<file path="src/rtl/cdb_arbiter_if.sv">
// Common-data-bus arbiter bundle: requester handshake plus broadcast outputs.
// The requesters and the testbench use the master side. The arbiter uses the slave side.
interface cdb_arbiter_if #(
   parameter int DATA_W  = 32,
   parameter int LABEL_W = 4,
   parameter int NREQ    = 4
);
   logic [NREQ-1:0]         reqValid;
   logic [NREQ*LABEL_W-1:0] reqLabel;
   logic [NREQ*DATA_W-1:0]  reqData;
   logic [NREQ-1:0]         reqReady;
   logic                    BCEN;
   logic [LABEL_W-1:0]      BClabel;
   logic [DATA_W-1:0]       BCdata;
   logic [NREQ-1:0]         pending;

   modport master (
      output reqValid, reqLabel, reqData,
      input  reqReady, BCEN, BClabel, BCdata, pending
   );

   modport slave (
      input  reqValid, reqLabel, reqData,
      output reqReady, BCEN, BClabel, BCdata, pending
   );
endinterface

</file>
<file path="src/rtl/cdb_arbiter.sv">
// Round-robin common-data-bus arbiter.
// Each requester (alu, mul, div, load) owns a one-entry holding buffer.
// At most one full buffer is broadcast per cycle, and every broadcast comes from a register.
module cdb_arbiter #(
   parameter int DATA_W  = 32,
   parameter int LABEL_W = 4,
   parameter int NREQ    = 4
) (
   input logic          clk,
   input logic          nRST,
   cdb_arbiter_if.slave bus
);
   localparam int PTR_W = (NREQ > 1) ? $clog2(NREQ) : 1;

   logic [NREQ-1:0]    full_q, full_d;
   logic [LABEL_W-1:0] label_q [NREQ];
   logic [DATA_W-1:0]  data_q  [NREQ];
   logic [PTR_W-1:0]   rrPtr_q, rrPtr_d;
   logic               bcen_q;
   logic [LABEL_W-1:0] bcLabel_q;
   logic [DATA_W-1:0]  bcData_q;

   logic [NREQ-1:0]    grant;
   logic               anyGrant;
   logic [PTR_W-1:0]   grantIdx;
   logic [PTR_W-1:0]   cand;
   logic [NREQ-1:0]    readyVec;
   logic [NREQ-1:0]    fill;

   // Search the full buffers from rrPtr upward, wrapping to 0. The first full buffer found wins the bus.
   always_comb begin
      grant    = '0;
      anyGrant = 1'b0;
      grantIdx = '0;
      cand     = '0;
      for (int k = 0; k < NREQ; k++) begin
         cand = PTR_W'((int'(rrPtr_q) + k) % NREQ);
         if (!anyGrant && full_q[cand]) begin
            grant[cand] = 1'b1;
            anyGrant    = 1'b1;
            grantIdx    = cand;
         end
      end
   end

   // A buffer can take a new entry when it is empty, or when it is being drained on this edge.
   // A transfer with label 0 is acknowledged but never occupies the buffer.
   always_comb begin
      readyVec = ~full_q | grant;
      fill     = '0;
      for (int i = 0; i < NREQ; i++) begin
         fill[i] = bus.reqValid[i] && readyVec[i] &&
                   (bus.reqLabel[i*LABEL_W +: LABEL_W] != '0);
      end
      full_d  = fill | (full_q & ~grant);
      rrPtr_d = anyGrant ? PTR_W'((int'(grantIdx) + 1) % NREQ) : rrPtr_q;
   end

   // Holding buffers and the round-robin pointer. A refill arriving on the same edge as a grant overrides the drain.
   always_ff @(posedge clk or negedge nRST) begin
      if (!nRST) begin
         full_q  <= '0;
         rrPtr_q <= '0;
         for (int i = 0; i < NREQ; i++) begin
            label_q[i] <= '0;
            data_q[i]  <= '0;
         end
      end else begin
         full_q  <= full_d;
         rrPtr_q <= rrPtr_d;
         for (int i = 0; i < NREQ; i++) begin
            if (fill[i]) begin
               label_q[i] <= bus.reqLabel[i*LABEL_W +: LABEL_W];
               data_q[i]  <= bus.reqData[i*DATA_W +: DATA_W];
            end
         end
      end
   end

   // Broadcast register. The granted entry goes out on the next cycle. With no grant, label and data hold their values and valid drops.
   always_ff @(posedge clk or negedge nRST) begin
      if (!nRST) begin
         bcen_q    <= 1'b0;
         bcLabel_q <= '0;
         bcData_q  <= '0;
      end else if (anyGrant) begin
         bcen_q    <= 1'b1;
         bcLabel_q <= label_q[grantIdx];
         bcData_q  <= data_q[grantIdx];
      end else begin
         bcen_q    <= 1'b0;
      end
   end

   assign bus.reqReady = readyVec;
   assign bus.pending  = full_q;
   assign bus.BCEN     = bcen_q;
   assign bus.BClabel  = bcLabel_q;
   assign bus.BCdata   = bcData_q;
endmodule

</file>
<file path="src/flat_wrapper.sv">
// flat-port wrapper written by rule: the top's interface ports become plain ports
module cdb_arbiter_flat 
#(
   parameter int DATA_W  = 32,
   parameter int LABEL_W = 4,
   parameter int NREQ    = 4
)
  (clk, nRST, bus_reqValid, bus_reqLabel, bus_reqData, bus_reqReady, bus_BCEN, bus_BClabel, bus_BCdata, bus_pending);
  cdb_arbiter_if #(.DATA_W(DATA_W), .LABEL_W(LABEL_W), .NREQ(NREQ)) bus_i ();
  input logic clk;
  input logic nRST;
  input wire logic [$bits(bus_i.reqValid)-1:0] bus_reqValid;
  input wire logic [$bits(bus_i.reqLabel)-1:0] bus_reqLabel;
  input wire logic [$bits(bus_i.reqData)-1:0] bus_reqData;
  output wire logic [$bits(bus_i.reqReady)-1:0] bus_reqReady;
  output wire logic [$bits(bus_i.BCEN)-1:0] bus_BCEN;
  output wire logic [$bits(bus_i.BClabel)-1:0] bus_BClabel;
  output wire logic [$bits(bus_i.BCdata)-1:0] bus_BCdata;
  output wire logic [$bits(bus_i.pending)-1:0] bus_pending;
  assign bus_i.reqValid = bus_reqValid;
  assign bus_i.reqLabel = bus_reqLabel;
  assign bus_i.reqData = bus_reqData;
  assign bus_reqReady = bus_i.reqReady;
  assign bus_BCEN = bus_i.BCEN;
  assign bus_BClabel = bus_i.BClabel;
  assign bus_BCdata = bus_i.BCdata;
  assign bus_pending = bus_i.pending;
  cdb_arbiter #(.DATA_W(DATA_W), .LABEL_W(LABEL_W), .NREQ(NREQ)) u_core (.clk(clk), .nRST(nRST), .bus(bus_i));
endmodule
</file>
<file path="config.mk">
export PLATFORM = sky130hd
export DESIGN_NAME = cdb_arbiter_flat
export DESIGN_NICKNAME = d
export VERILOG_FILES = /design/src/rtl/cdb_arbiter_if.sv /design/src/rtl/cdb_arbiter.sv /design/src/flat_wrapper.sv
export SDC_FILE = /design/constraint.sdc
export NUM_CORES = 1
export LEC_CHECK = 0
export ABC_AREA = 1
export CAP_MARGIN = 10
export CORE_MARGIN = 8
export CORE_UTILIZATION = 40
export DETAILED_ROUTE_END_ITERATION = 7
export GPL_ROUTABILITY_DRIVEN = 0
export MAX_ROUTING_LAYER = met4
export PLACE_DENSITY = 0.76
export RECOVER_POWER = 100
export SLEW_MARGIN = 5
export SYNTH_ARGS = -nofsm -noshare
export SYNTH_HDL_FRONTEND = slang
export SYNTH_SLANG_ARGS = --single-unit
export TNS_END_PERCENT = 10
</file>
<file path="constraint.sdc">
create_clock -name clk -period 2.3 [get_ports clk]
set_clock_uncertainty 0.2 [all_clocks]
set_input_delay 0.23 -clock clk [delete_from_list [all_inputs] [get_ports clk]]
set_output_delay 0.23 -clock clk [all_outputs]
set_load 0.1 [all_outputs]
</file>
==> metrics.csv, run 1 <==
metric,value,unit
clock network area share,3.75,%
area grow syn2layout,39.7,%
Non-Clock Buffer Area Fraction,22.8,%
Synth top area share,47.0,%
Hold Path Class,input pin to register,
"XOR-XNOR Cells, Area Fraction",0.0880,%
chip area,30200,µm²
Buf/Inv on CP,3,
final net count,1707,
mi-comb count,880,
layout cell share with drive strength beyond 1,17.7,%
number of enable flip-flop cells,0,
"AND-OR/OR-AND Cells, Area Fraction",0.427,%
Die Y,174,µm
TritonCTS Buffers,17,
Max-Slew Margin vs Limit,12.2,%
critical path arrival,2.30,ns
fin. max-slew vios,0,
port bufs,194,
flop share of the area,33.7,%
Post-Syn Area,9950,µm²
maximum clock frequency,366,MHz
setup TNS,-36.91,ns
gr ovfl total,0,
Adder-Cell Fraction of Synth Area,0.754,%
wire per inst,17.7,µm
post-synthesis sequential area ratio,47.0,%
Mean Syn Cell Area,7.48,µm²
Yosys chip area,9950,µm²
most frequent cells after synthesis,"nand2_1, nand4_1, dfrtp_1",
failing checks,setup timing,
Flops,187,
Final Instance Area,13900,µm²
hold depth,3,
# DRC,0,
bufs w/o clock,306,
crit path time final,2.73,ns
setup ws final,-0.429,ns
row count,57,
Slew @ Worst Pin,1.32,ns
"Reg clk slew, reported paths",0.07,ns
vias in the first global route,9477,
# Max-Cap Violations,0,
CTS sink cnt,187,
Hold Fails Final Rpt,0,
CP Class,register to output pin,
Finish-stage setup viols,189,
crit-path cells,inv_1 -> nand2_1 -> nand3_2 -> nand2_4 -> nor2_4 -> nand3_1 -> nand4_1 -> buf_6 -> buf_12,
Crit path depth,9,
crit end category,output pin,
Setup WS pre-CTS,-0.0644,ns
Tapcells,324,
ys flop type,dfrtp_1,
most frequent cells in the layout,"nand2_1, nand4_1, dfrtp_1, inv_1, clkdlybuf4s50_1",
inverters,159,
outcome,"finished, violations left",
fin cells,1887,
Final ANT Viol Nets,0,
first-pass GRT wire length,50700,µm
Yosys cell types,24,
slowest CP cell,dfrtp_2,
CP Max Fanout,6,
multi-input combinational area share,32.3,%
Post-CTS Resized,45,
1st-pass router iterations,7,
placed inst area,12500,µm²
Commonest Layout Cell,nand2_1,
I/O pin count,195,
root buffer cell,clkbuf_16,
critical hold path startpoint,bus_reqData[59],
# clk buffers,22,
Ant. Diodes,0,
RSZ-0062 raised after global routing,true,
worst reg-to-reg setup slack,-0.32,ns
synth warn,0,
WHS Endpoint,u_core.data_q[91]$_DFFE_PN0P_,
Core Box Area,24400,µm²
pin count of the biggest net entering global routing,51,
Main logic family,simple AND/OR/NAND/NOR gates,
Detailed Route Iter0 Violations,849,
placed cells,1815,
dominant cell by count in the synthesized netlist,nand2_1,
Worst Path Required,1.87,ns
[run 1: routing by layer]
layer  share of wire [%]  vias to the layer above  track usage (%)
met4                 2.5                        0             6.23
met2                  46                      464             31.4
met3                 6.8                       73             4.23
met5                   0                        -                -
met1                  45                     4757             28.8
li1                    -                     4763                -
[run 1: cell families after synthesis]
| group | count (synthesis) |
|---|---|
| xor+xnor | 1 |
| compound gates | 8 |
| simple gates | 865 |
| fa+ha+maj | 6 |
| buf+inv | 264 |
| flops | 187 |
[run 1: sequential cells by signal, summed over array words and instances, names as in the netlist]
signal	cells
u_core.data_q	128
u_core.bus.BCdata	32
u_core.label_q	16
u_core.bus.BClabel	4
u_core.bus.pending	4
u_core.rrPtr_q	2
u_core.bus.BCEN	1
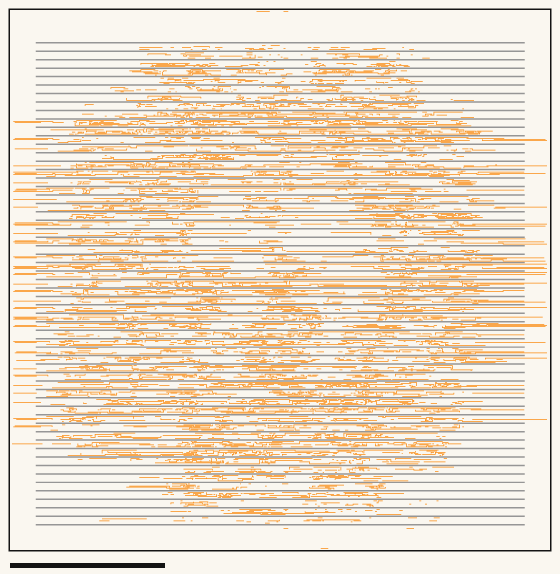
**Above:** run 1 (met1 routing).
Scale bar: 50 µm. Supply wires on this layer in grey.
share of all routed wire: 45%
main direction: horizontal
nets with wire on the layer: 1596
wire length on this layer: 15000 µm
longest straight run: 90.6 µm
DRT Wirelength: 33400 µm
via count: 10100
routing usage on met1: 28.8%

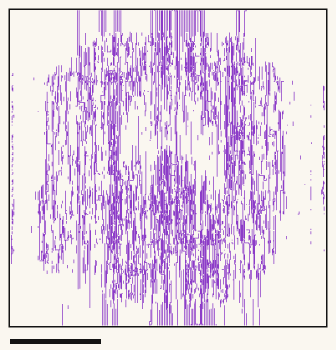
**Above:** run 1 (the metal 2 layer).
Scale bar: 50 µm.
nets with wire on the layer: 1329
share of all routed wire: 46%
wire length on this layer: 15400 µm

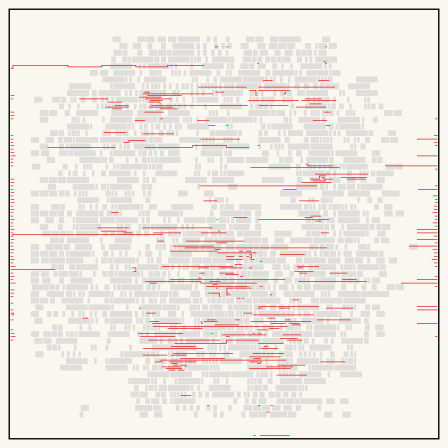
**Above:** run 1 (the metal 3 layer).
share of all routed wire: 6.8%
wire length on this layer: 2260 µm
main direction: horizontal
nets with wire on the layer: 227

--- run 2 (diff from run 1) ---
CORE_MARGIN = 2   (was 8)
==> run 2 against run 1 <==
The run still ends with setup timing left. Global-route usage rose by 4.1 points. Via count is essentially flat. Critical endpoint is now bus_reqReady[3]. Largest cell class unchanged. Highest routed layer unchanged.
==> metrics.csv, run 2 <==
metric,value,unit
Mean Syn Cell Area,7.48,µm²
hold depth,3,
port bufs,194,
layout cell share with drive strength beyond 1,17.6,%
Buf/Inv on CP,4,
outcome,"finished, violations left",
DRT Wirelength,32800,µm
Hold Fails Final Rpt,0,
via count,10100,
Hold Path Class,input pin to register,
"AND-OR/OR-AND Cells, Area Fraction",0.427,%
Commonest Layout Cell,nand2_1,
# clk buffers,18,
failing checks,setup timing,
Flops,187,
CTS sink cnt,187,
"Reg clk slew, reported paths",0.08,ns
chip area,26200,µm²
Setup WS pre-CTS,-0.0802,ns
metal2 WL,14700,µm
Yosys cell types,24,
Finish-stage setup viols,190,
fin. max-slew vios,0,
I/O pin count,195,
mi-comb count,880,
setup ws final,-0.376,ns
maximum clock frequency,374,MHz
first-pass GRT wire length,51100,µm
Final ANT Viol Nets,0,
uppermost layer routed,met4,
crit-path cells,inv_4 -> ha_4 -> inv_6 -> nand2_2 -> nand2_4 -> nor2_4 -> nand3_2 -> nand4_1 -> buf_12 -> buf_12,
CP Class,register to output pin,
"XOR-XNOR Cells, Area Fraction",0.0880,%
critical hold path startpoint,bus_reqData[102],
most frequent cells in the layout,"nand2_1, nand4_1, dfrtp_1, inv_1, clkdlybuf4s50_1",
Synth top area share,47.0,%
met3 wire length,2640,µm
dominant cell by count in the synthesized netlist,nand2_1,
crit path time final,2.68,ns
ys flop type,dfrtp_1,
post-synthesis sequential area ratio,47.0,%
worst reg-to-reg setup slack,-0.32,ns
Largest register FFs,128,
root buffer cell,clkbuf_16,
Tapcells,324,
Post-CTS Resized,85,
TritonCTS Buffers,17,
Slew @ Worst Pin,1.13,ns
bufs w/o clock,307,
Die Y,162,µm
number of enable flip-flop cells,0,
inverters,159,
Max-Slew Margin vs Limit,24.7,%
Ant. Diodes,0,
flop share of the area,33.3,%
CP Max Fanout,6,
Yosys chip area,9950,µm²
WHS Endpoint,u_core.data_q[6]$_DFFE_PN0P_,
synth warn,0,
# DRC,0,
row count,57,
crit end category,output pin,
pin count of the biggest net entering global routing,78,
Post-Syn Area,9950,µm²
Adder-Cell Fraction of Synth Area,0.754,%
[run 2: cell counts after synthesis]
No cell type changed its count.
[run 2: through the flow]
stage	utilization [%]	cell area, µm²	setup TNS, ns	cells
final	57.6	14100	-34.50	1889
after detailed placement	51.3	12500	-1.92	1810
after CTS	57.3	14000	-16.00	1877
after floorplan	-	9980	0	1331
after global placement	51.3	12500	-0.0320	1810
after global routing	57.6	14100	-52.17	1889
[run 2: routing by layer]
metal  vias up  global-route usage, %
met2       502                   37.3
li1       4789                      -
met4         0                   9.17
met1      4682                   35.5
met3        83                   4.03
met5         -                      -
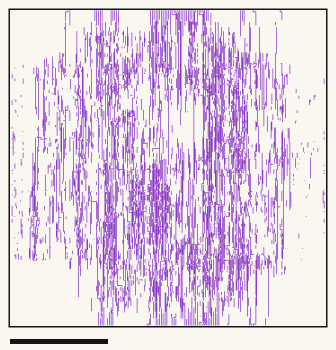
**Above:** run 2 (the metal 2 layer).
Scale bar: 50 µm.
wire length on this layer: 14700 µm
main direction: vertical
nets with wire on the layer: 1313
longest straight run: 77.9 µm

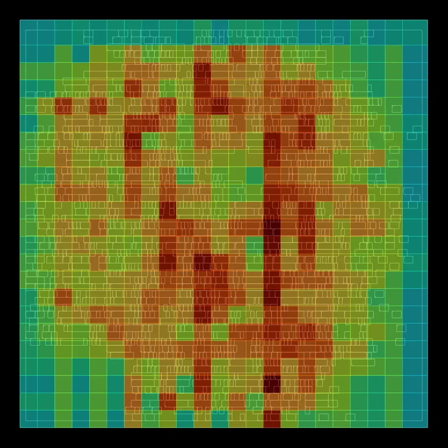
**Above:** run 2 (routing congestion).
busiest metal layer after global routing: met2
routing usage on met1: 35.5%
wire per inst: 17.4 µm

--- run 3 (diff from run 2) ---
CELL_PAD_IN_SITES_DETAIL_PLACEMENT = 0   (was unset)
CELL_PAD_IN_SITES_GLOBAL_PLACEMENT = 2   (was unset)
CORE_UTILIZATION = 27   (was 40)
PLACE_DENSITY = 0.86   (was 0.76)
RECOVER_POWER = unset   (was 100)
==> run 3 against run 2 <==
The run still ends with setup timing left. Critical path depth unchanged. Hold slack got worse by 0.012 ns. Worst setup slack got worse by 0.18 ns. Sequential share of layout area decreased by 1.6 points. Register-to-register slack got worse by 0.10 ns. Critical endpoint is now bus_reqReady[2]. Highest routed layer unchanged.
==> metrics.csv, run 3 <==
metric,value,unit
Yosys reg bits,187,
cells after synthesis,1331,
Commonest Layout Cell,nand2_1,
Post-CTS Resized,57,
Yosys chip area,9950,µm²
1st-pass router iterations,5,
RSZ-0062 raised after global routing,true,
RR Startpoint,u_core.rrPtr_q[0]$_DFFE_PN0P_,
yosys cell count,1331,
cell taking the most area after synthesis,dfrtp_1,
fin cells,2044,
layout cell share with drive strength beyond 1,22.4,%
GRT Util Overall,19.4,%
CTS sink cnt,187,
Largest register FFs,128,
Yosys cell types,24,
TritonCTS Buffers,17,
Die W,196,µm
Crit path depth,10,
fp util,27.3,%
CTS Hold Buffers Added,1,
"CP delay by family, top",buffers and inverters,
worst hold margin,0.139,ns
maximum clock frequency,350,MHz
"Reg clk slew, reported paths",0.08,ns
Worst path max stage delay,0.48,ns
CTS tree,built,
gr ovfl total,0,
Synth top area share,47.0,%
chip area,38400,µm²
most frequent CP cell,buf_12,
Buf/Inv on CP,5,
setup bufs post-CTS,18,
uppermost layer routed,met4,
final period utilization,124,%
most frequent cells after synthesis,"nand2_1, nand4_1, dfrtp_1",
fin. max-slew vios,0,
dominant cell by count in the synthesized netlist,nand2_1,
worst r2r path cells,15,
Slew @ Worst Pin,0.584,ns
met3 wire length,1960,µm
row count,70,
M1 wire length,17500,µm
vias in the first global route,9452,
worst reg-to-reg setup slack,-0.42,ns
Die Y,196,µm
Core Box Area,36400,µm²
Biggest register,u_core.data_q,
root buffer cell,clkbuf_16,
placed inst area,12800,µm²
# Max-Cap Violations,0,
I/O pin count,195,
busiest metal layer after global routing,met2,
critical path arrival,2.43,ns
post-DP HPWL,25300,µm
ys flop type,dfrtp_1,
synth warn,0,
# DRC,0,
failing checks,setup timing,
Post-Syn Area,9950,µm²
Detailed Route Iter0 Violations,697,
asr flop ratio synth,100,%
CP Class,register to output pin,
first-pass GRT wire length,56100,µm
Log Warnings,33,
Finish-stage setup viols,190,
clk_lat worst skew,0.44,ns
most frequent cells in the layout,"nand2_1, nand4_1, dfrtp_1, inv_1, clkdlybuf4s50_1",
H-tree depth,4,
initial antenna violation count,2,
final core occ,40.5,%
Max-Slew Margin vs Limit,61.1,%
placed cells,1961,
drt via density,4.88,
CP Max Fanout,5,
metal2 WL,18000,µm
CP startpoint,u_core.bus.pending[3]$_DFF_PN0_,
post-synthesis sequential area ratio,47.0,%
crit-path cells,inv_1 -> nand2_2 -> nand3_4 -> nand2_8 -> buf_4 -> a21oi_2 -> nand4_1 -> buf_12 -> buf_12 -> buf_12,
Worst Path Required,1.87,ns
Top cells by area,"dfrtp_1, nand2_1, nand4_1, inv_1, nand3_1",
CP Capture Point,bus_reqReady[2],
crit end category,output pin,
Startpoint Class,register,
worst reg2reg endpoint,u_core.data_q[47]$_DFFE_PN0P_,
final net count,1717,
Hold Fails Final Rpt,0,
setup ws final,-0.558,ns
outcome,"finished, violations left",
Syn Nets,1487,
slowest CP cell,dfrtp_4,
clock tree buffer depth,2,
crit path time final,2.86,ns
number of enable flip-flop cells,0,
Final Instance Area,14800,µm²
Final ANT Viol Nets,0,
Mean Syn Cell Area,7.48,µm²
Hold Path Class,input pin to async pin,
area grow syn2layout,48.3,%
pin count of the biggest net entering global routing,60,
port bufs,194,
==> run 3: cell counts after synthesis <==
No cell type changed its count.
==> run 3: final cells by class <==
cell class,instances,area (µm²)
clock inverters,14,111
well taps,468,586
inverters,159,619
diodes,2,5.00
flip-flops and latches,187,4690
fillers,3727,21700
multi-input cells,880,4740
clock buffers,18,429
repair buffers,316,3590
==> run 3: kinds of logic after synthesis <==
family	Yosys count	synth area share (%)
flops	187	47.0
simple gates	865	40.2
compound gates	8	0.427
buf+inv	264	11.6
xor+xnor	1	0.0880
fa+ha+maj	6	0.754
==> run 3: per-stage QoR <==
step	worst slack, ns	TNS (ns)
finish	-0.558	-56.08
global route	-0.625	-79.94
CTS	-0.486	-25.12
detailed placement	-0.0927	-3.64
global placement	-0.0633	-1.03
floorplan	0.00526	0
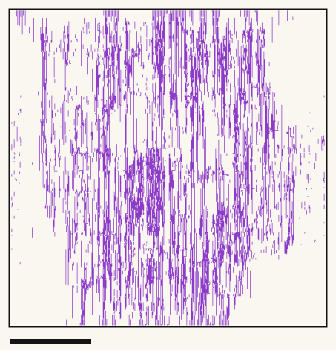
**Above:** run 3 (the metal 2 layer).
Scale bar: 50 µm.
met2 usage: 29.7%
via count: 9965
DRT Wirelength: 37800 µm

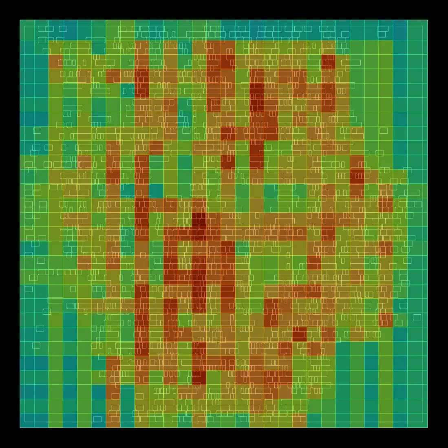
**Above:** run 3 (routing congestion).
routing usage on met1: 27.0%
wire per inst: 18.5 µm
Global Route met3 Usage: 3.51%


==> gallery <==
The metal 4 layer.
Scale bar: 50 µm. Supply wires on this layer in grey.
panel A
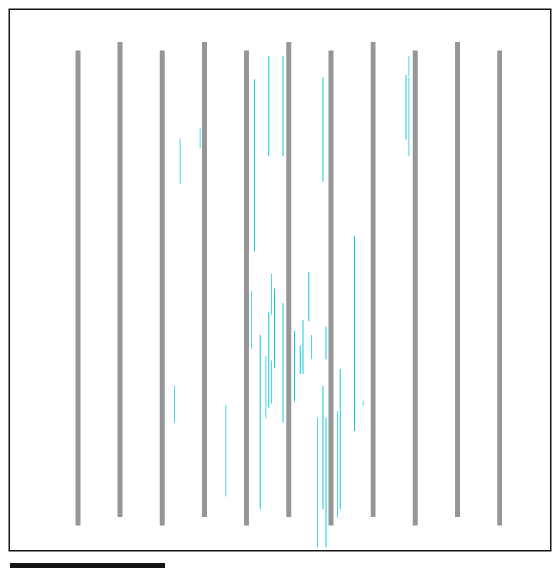
panel B
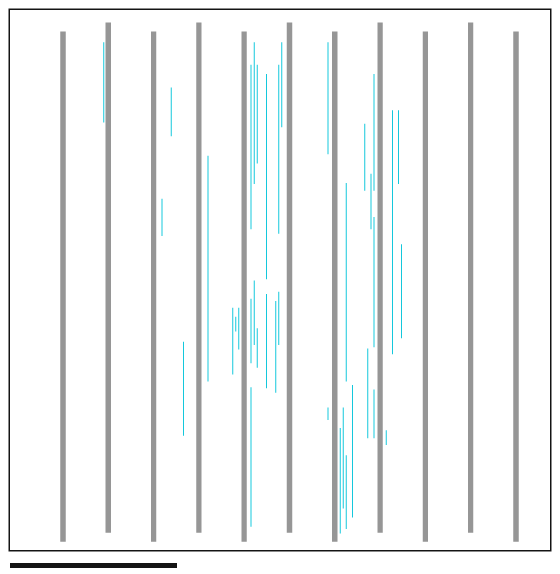
The one with the largest die is panel A.
- panel A = run 1
- panel B = run 2

Key to panel A:
share of all routed wire: 2.5%
wire length on this layer: 826 µm
longest straight run: 62.6 µm

